Figure 1. Cells coloured by class.
Scale: 3 px per um.
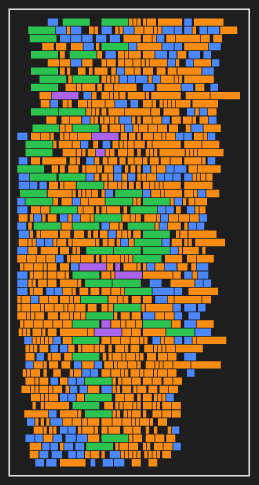
Figure 2. Cell density map.
Scale: 3 px per um. 8 x 16 tiles, from dark blue (low) to red (high), 0 to 100% covered.
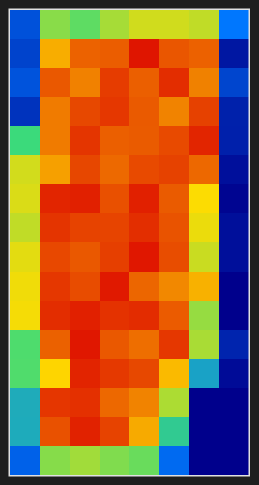
Figure 3. I/O nets highlighted.
Scale: 2 px per um.
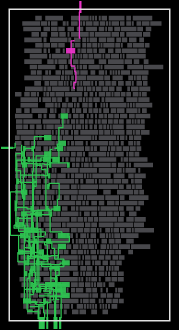
Figure 4. Placement view.
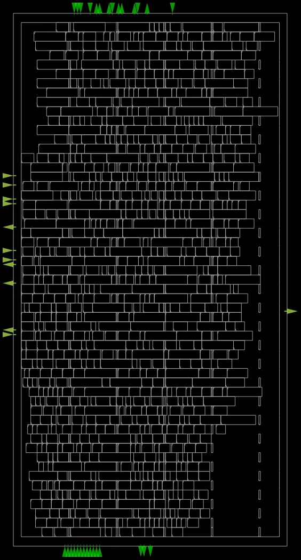
--- src/rtl/gf_alu_seq.sv ---
`default_nettype none
// ============================================================================
// Module   : gf_alu_seq
// Brief    : Handshaked GF(2^m) multiply / power / inverse / divide unit
//            built on a shift/XOR multiplier and square-and-multiply.
// Revision : 1.0  initial release
// ============================================================================
module gf_alu_seq #(
  parameter int SYMB_WIDTH = 8,
  parameter int POLY       = 285,
  parameter int TAG_WIDTH  = 4
) (
  input  logic                  clk,
  input  logic                  rstn,
  input  logic                  in_valid,
  output logic                  in_ready,
  input  logic [1:0]            in_op,
  input  logic [SYMB_WIDTH-1:0] in_a,
  input  logic [SYMB_WIDTH-1:0] in_b,
  input  logic [TAG_WIDTH-1:0]  in_tag,
  output logic                  out_valid,
  input  logic                  out_ready,
  output logic [SYMB_WIDTH-1:0] out_data,
  output logic                  out_err,
  output logic [TAG_WIDTH-1:0]  out_tag
);

  localparam int                    c_CNT_W    = $clog2(SYMB_WIDTH);
  localparam logic [SYMB_WIDTH-1:0] c_MASK     = POLY[SYMB_WIDTH-1:0];
  localparam logic [SYMB_WIDTH-1:0] c_ONE      = {{(SYMB_WIDTH-1){1'b0}}, 1'b1};
  localparam logic [SYMB_WIDTH-1:0] c_EXP_INV  = {{(SYMB_WIDTH-1){1'b1}}, 1'b0};
  localparam logic [c_CNT_W-1:0]    c_CNT_INIT = c_CNT_W'(SYMB_WIDTH - 2);

  localparam logic [1:0] c_OP_MULT = 2'd0;
  localparam logic [1:0] c_OP_POW  = 2'd1;
  localparam logic [1:0] c_OP_INV  = 2'd2;
  localparam logic [1:0] c_OP_DIV  = 2'd3;

  typedef enum logic [1:0] {
    S_IDLE = 2'd0,
    S_EXP  = 2'd1,
    S_FIN  = 2'd2,
    S_DONE = 2'd3
  } state_t;

  state_t                  r_state;
  state_t                  w_state_nxt;
  logic [1:0]              r_op;
  logic [SYMB_WIDTH-1:0]   r_a;
  logic [SYMB_WIDTH-1:0]   r_base;
  logic [SYMB_WIDTH-1:0]   r_e;
  logic [SYMB_WIDTH-1:0]   r_acc;
  logic [TAG_WIDTH-1:0]    r_tag;
  logic [c_CNT_W-1:0]      r_cnt;
  logic [SYMB_WIDTH-1:0]   w_sq;
  logic [SYMB_WIDTH-1:0]   w_step;
  logic [SYMB_WIDTH-1:0]   w_base_in;
  logic [SYMB_WIDTH-1:0]   w_e_in;
  logic [SYMB_WIDTH-1:0]   w_first;

  function automatic logic [SYMB_WIDTH-1:0] gf_mul(
    input logic [SYMB_WIDTH-1:0] x,
    input logic [SYMB_WIDTH-1:0] y
  );
    logic [SYMB_WIDTH-1:0] p;
    p = '0;
    for (int i = SYMB_WIDTH - 1; i >= 0; i--) begin
      p = {p[SYMB_WIDTH-2:0], 1'b0} ^ (p[SYMB_WIDTH-1] ? c_MASK : '0);
      if (y[i]) p = p ^ x;
    end
    return p;
  endfunction

  assign in_ready  = (r_state == S_IDLE);
  assign out_valid = (r_state == S_DONE);

  // The top exponent bit is consumed at accept (1^2 = 1), so EXP needs only
  // m-1 further cycles and the result lands m cycles after accept.
  assign w_base_in = (in_op == c_OP_DIV) ? in_b : in_a;
  assign w_e_in    = (in_op == c_OP_POW) ? in_b : c_EXP_INV;
  assign w_first   = w_e_in[SYMB_WIDTH-1] ? w_base_in : c_ONE;

  assign w_sq   = gf_mul(r_acc, r_acc);
  assign w_step = r_e[r_cnt] ? gf_mul(w_sq, r_base) : w_sq;

  always_ff @(posedge clk or negedge rstn) begin
    if (!rstn) r_state <= S_IDLE;
    else       r_state <= w_state_nxt;
  end

  always_comb begin
    w_state_nxt = r_state;
    case (r_state)
      S_IDLE: if (in_valid) w_state_nxt = (in_op == c_OP_MULT) ? S_DONE : S_EXP;
      S_EXP:  if (r_cnt == '0) w_state_nxt = (r_op == c_OP_DIV) ? S_FIN : S_DONE;
      S_FIN:  w_state_nxt = S_DONE;
      S_DONE: if (out_ready) w_state_nxt = S_IDLE;
      default: w_state_nxt = S_IDLE;
    endcase
  end

  always_ff @(posedge clk or negedge rstn) begin
    if (!rstn) begin
      r_op     <= '0;
      r_a      <= '0;
      r_base   <= '0;
      r_e      <= '0;
      r_acc    <= '0;
      r_tag    <= '0;
      r_cnt    <= '0;
      out_data <= '0;
      out_err  <= 1'b0;
      out_tag  <= '0;
    end else begin
      case (r_state)
        S_IDLE: begin
          if (in_valid) begin
            r_op  <= in_op;
            r_a   <= in_a;
            r_tag <= in_tag;
            if (in_op == c_OP_MULT) begin
              out_data <= gf_mul(in_a, in_b);
              out_err  <= 1'b0;
              out_tag  <= in_tag;
            end else begin
              r_base <= w_base_in;
              r_e    <= w_e_in;
              r_acc  <= w_first;
              r_cnt  <= c_CNT_INIT;
            end
          end
        end
        S_EXP: begin
          r_acc <= w_step;
          if (r_cnt != '0) begin
            r_cnt <= r_cnt - 1'b1;
          end else if (r_op != c_OP_DIV) begin
            out_data <= w_step;
            out_err  <= (r_op == c_OP_INV) && (r_base == '0);
            out_tag  <= r_tag;
          end
        end
        S_FIN: begin
          // b = 0 leaves r_acc = 0, so the product is already the required 0.
          out_data <= gf_mul(r_a, r_acc);
          out_err  <= (r_base == '0);
          out_tag  <= r_tag;
        end
        default: ;
      endcase
    end
  end

endmodule
`default_nettype wire

--- config.mk ---
export PLATFORM = sky130hd
export DESIGN_NAME = gf_alu_seq
export DESIGN_NICKNAME = d
export VERILOG_FILES = /design/src/rtl/gf_alu_seq.sv
export SDC_FILE = /design/constraint.sdc
export NUM_CORES = 1
export LEC_CHECK = 0
export CORE_ASPECT_RATIO = 2
export CORE_MARGIN = 2
export CORE_UTILIZATION = 56
export CTS_CLUSTER_DIAMETER = 30
export DETAILED_ROUTE_END_ITERATION = 8
export PLACE_DENSITY = 0.91
export SLEW_MARGIN = 10
export SYNTH_ARGS = -nofsm -noshare
export SYNTH_HDL_FRONTEND = slang
export SYNTH_SLANG_ARGS = --single-unit
--- constraint.sdc ---
create_clock -name clk -period 3.05 [get_ports clk]
set_input_delay 0.915 -clock clk [delete_from_list [all_inputs] [get_ports clk]]
set_output_delay 0.915 -clock clk [all_outputs]
set_load 0.01 [all_outputs]
==> COMMIT_EDITMSG <==
Store results of the implementation flow

* Antenna diode count: 0
- Cell Rows: 55
- Clock buffers in the final layout number 5.
- The cell-mix breakdown from Yosys lists the adder-cell area share as 1.372%.
- According to the CTS report, the clock sink count is 56.
- Average detailed-routed wire length per instance: 21.89 um
- For this block, the initial DRC count from the detailed router was 805.
- Initial antenna violation count: 0
* TritonCTS clock tree: built
* Most frequently placed logic cells in the final layout: 203 x nand2_1, 129 x xnor2_1, 115 x buf_4, 52 x dfrtp_1, 34 x xor2_1
* Worst setup slack after layout: -0.4594 ns
* Mux share: 7.447%
- According to the timing report, the arrival time at the worst endpoint equals 3.69 ns.
- Counting flops with a built-in enable in the synthesized netlist gives 0.
* Prevailing post-synth register cell: dfrtp_1
- Per the timing report, the achievable frequency comes out to 0.2849 GHz.
* Width of the chip: 79.51 um
- Vertical die dimension: 155.0 um
- The cell sitting at the root of the clock tree is a clkbuf_16.
* Fill cell count: 622
* Wire length of the first global-routing pass: 33.52 mm
- At the floorplan stage, the core utilization is reported as 56.92%.
- Per the placement report, the placed cell count is 1025.
* CTS HTree Levels: 2
- Share of async-settable or async-resettable flops after synthesis: 100.0%
- The iteration count recorded for the first detailed-route pass is 6.
- The biggest slice of the area belongs to multi-input combinational cells.
* Failing checks: setup timing
* Type of origin of the critical path: register
* Worst flop-to-flop path endpoint: r_acc[2]
- Per the post-run analysis, buffers plus inverters along the critical path come to 2.
* Portion of synthesized cell area occupied by the leading cell type: 21.95%
- Aoi share: 13.56%
* Seq/Total Area, Yosys: 21.95%
* Sum of routed wire length over all layers: 23.27 mm
- The cell sequence reported for the critical path is xnor2_1, or3_1, a41o_1, a221oi_4, xnor3_2, buf_4, xnor3_2, nor2_2, a21oi_2, o221ai_2, buf_4, a31oi_4.
* Proportion of cell area spent on the clock network: 1.736%
- Run status: finished with violations
- Once the clock tree was built, the resizer swapped 73 gates to a different size.
* Final setup viols: 16
* Input/output buffers: 40
- Mi-comb count: 656
- In this run the critical register-to-register path is launched from r_acc[6].
- Count of instantiated cells in the yosys netlist: 800
- Count of plain and timing-repair buffers: 181
About Figure 1:
Key: orange = remaining logic cells [cells 676]; blue = remaining buffers and delay cells [cells 181]; green = registers [cells 56]; purple = clock drivers and dummy loads [cells 8]

About Figure 2:
The mean over all tiles is 68%. The fullest tile reaches 98%. 7.0% of the tiles are nearly empty. The emptiest ninth of the die: south-east.

About Figure 3:
Key: green = in_a [direction input, edge 7 south, 1 west, end cells 83, buffers 21, wire 1300 um]; magenta = out_valid [direction output, edge north, end cells 1, buffers 1, wire 45.0 um]

About Figure 4:
final cell count without fillers: 1063
Tapcell Cnt: 142
placeable core region: 11220 sq um
sequential share of cell area: 16.54%

-- metal layers --
layer	part of all wire (%)	global-route usage, %	routed length [um]
met5	0	0	0
met2	50	59.70	11690
met4	9.7	30.46	2260
met3	8.6	5.452	2009
met1	31	36.99	7310
-- sequential cells by signal, summed over array words and instances (netlist names) --
register  count
out_tag       4
out_data      8
r_acc         8
r_a           8
r_tag         4
r_state       2
r_base        8
out_err       1
r_cnt         3
r_op          2
r_e           8
